Design decade_counter_seq, sky130hd; sources not shown.
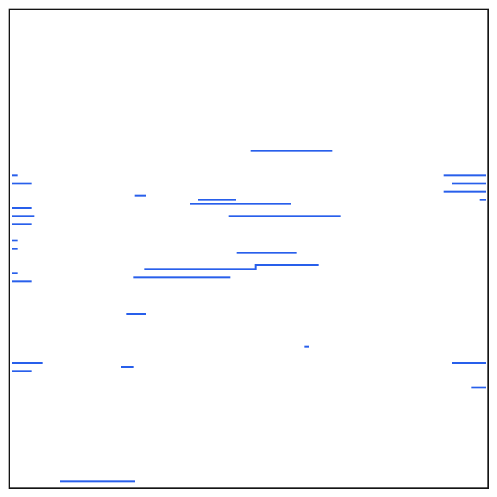
(metal 3)
(6 px per µm)
- wire length on this layer: 181 µm
- main direction: horizontal
- longest straight run: 18.4 µm
- nets with wire on the layer: 25
vias: 1466
drt total wl: 4122 µm
met3 Use GR: 3.086%

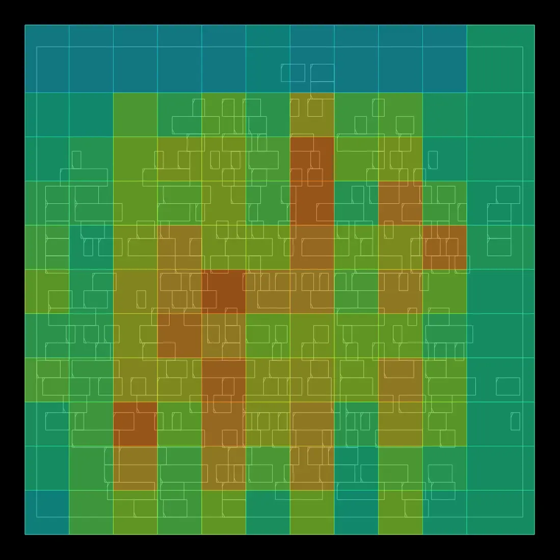
(track usage over the die)
GR Layer Usage met1: 19.39%
GRT busiest layer: met2

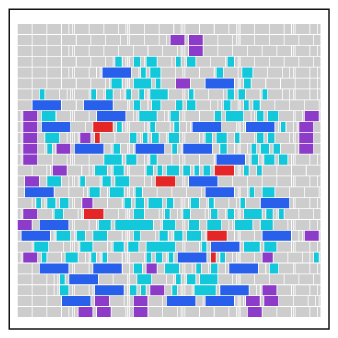
(cell classes on the final placement)
(4 px per µm) Fill, decap, tap and diode cells in grey.
- purple: remaining buffers and delay cells (cells 34; share of their area 17%)
- red: clock drivers and dummy loads (cells 7; share of their area 3.9%)
- cyan: combinational and other logic (cells 149; share of their area 49%)
- blue: sequential cells (cells 30; share of their area 30%)
row count: 27
Core Footprint: 5574 µm²

==> impl_metrics.tcl <==
# place-and-route summary
set metrics [dict create \
    ir_drop_mv 0.2383 \
    maxSlewViolCount 0 \
    setup_ws_ps 532.4 \
    die.size.y_um 79.57 \
    powerDensity_nw_per_um2 817.4 \
    drc 0 \
    largest_area_cell "dfxtp_1" \
    fin_hold_ws_ps 479.2 \
    fin_util_pct 36.99 \
    aoi_share_pct 21.34 \
    critPathCaptureType "register" \
    skew_ps 3.280 \
    antenna_found_initial 0 \
    dp_cells 285 \
    log.warning_count 28 \
    yosys-mux-area-fraction_pct 5.488 \
    gr-total-overflow 0 \
    synth.distinct_cells 46 \
    tightestPinTransition_ps 827.5 \
    diodes 0 \
    crit_chain "inv_1 -> ha_1 -> nor3b_2 -> a21oi_1 -> o21ai_0 -> o211a_1 -> nor4b_1 -> nand2_1" \
    syn_area_per_cell_um2 8.550 \
    syn_inst 192 \
    rrSetupSlack_ps 530 \
    top_cell_area_share_pct 36.59 \
    cts_buffer_depth 2 \
    clock_latency_ps 270 \
    simple_gate_area_share_pct 25.46 \
    mostFrequentLayoutCells "30 x dfxtp_1, 30 x clkdlybuf4s50_1, 23 x nor2_1, 19 x a21oi_1, 11 x nand2_1" \
    port_buffers 30 \
    ys_cells 192 \
    drt_first_pass_iters 4 \
    cts-root-buf "clkbuf_8" \
    cpPeakStageDelay_ps 430 \
    setup_violations 0 \
    status "complete, no violations" \
    maxCapViolations 0 \
    yosys-top-cells-area "dfxtp_1 37%, a21oi_1 5.8%, mux2i_1 5.5%" \
    flop_cell "dfxtp_1" \
    gp_congestion 0.8303 \
    ys_area_um2 1642 \
    worst_setup_path_start_kind "register" \
    dpl.hpwl_um 3082 \
    initCoreUtil_pct 29.45 \
    arrival_ps 2520 \
    grt_pass1_vias 1426 \
    top_cells_by_count "30 x dfxtp_1, 23 x nor2_1, 19 x a21oi_1" \
    reg2reg_depth 8 \
    power_mw 1.685 \
    top_cell "dfxtp_1" \
    design_area_um2 2062 \
    largest_reg_flops 8 \
    setup_tns_ps 0 \
    synth-async-reset-ratio_pct 0 \
    grt_pass1_wl_um 6872 \
    hold_viol 0 \
    ys_seq_elements 30 \
    path_max_fanout 6 \
    hold_depth 2 \
    h-tree-depth 2 \
    grtUsageTotal_pct 14.45 \
    cts_buffers 5 \
    grt_max_degree 20 \
    relSlewSlack_pct 44.32 \
    path_delay_family "AND-OR/OR-AND gates" \
    cp.required_ps 3060 \
    wire_per_inst_um 14.12 \
    period_needed_ps 2368 \
    rsz0062_at_grt "no" \
    cts.reportedPaths.clkPinSlew_ps 60 \
    cts_sinks 30 \
    setup.worst_path.class "reg2reg" \
    min_path_type "reg2reg" \
    place_ws_ps 351.8 \
    yosysWarnings 0 \
    placed_cell_area_um2 1981 \
    boundaryPins 32 \
    fmax_mhz 422.4 \
    ys_sh_adder_pct 3.049 \
    drive_gt1_share_pct 9.091 \
]
final cells by class:
type / count / area [µm²]
multi-input combinational: 141 / 934.6
sequential: 30 / 600.6
inverter: 8 / 30.03
clock buffer: 7 / 76.32
fill: 682 / 3512
tap: 72 / 90.09
timing repair buffer: 34 / 330.3
power by group:
part	internal, mW	total (mW)	switching, mW
clock	0.165	0.306	0.142
combinational	0.332	0.800	0.468
sequential	0.498	0.579	0.0814
routing by layer:
layer | global-route usage (%) | up-vias | part of all wire (%)
li1 | - | 731 | -
met1 | 19.39 | 690 | 50
met2 | 21.27 | 38 | 44
met3 | 3.086 | 7 | 4.4
met4 | 5.263 | 0 | 1.6
met5 | - | - | 0
repair_timing:
action                     4_1_cts  5_1_grt
resized                          0        1
hold buffers                     0        0
setup endpoints to repair        0        1
Power figures rest on the tool's default switching activity, not on a simulated workload.
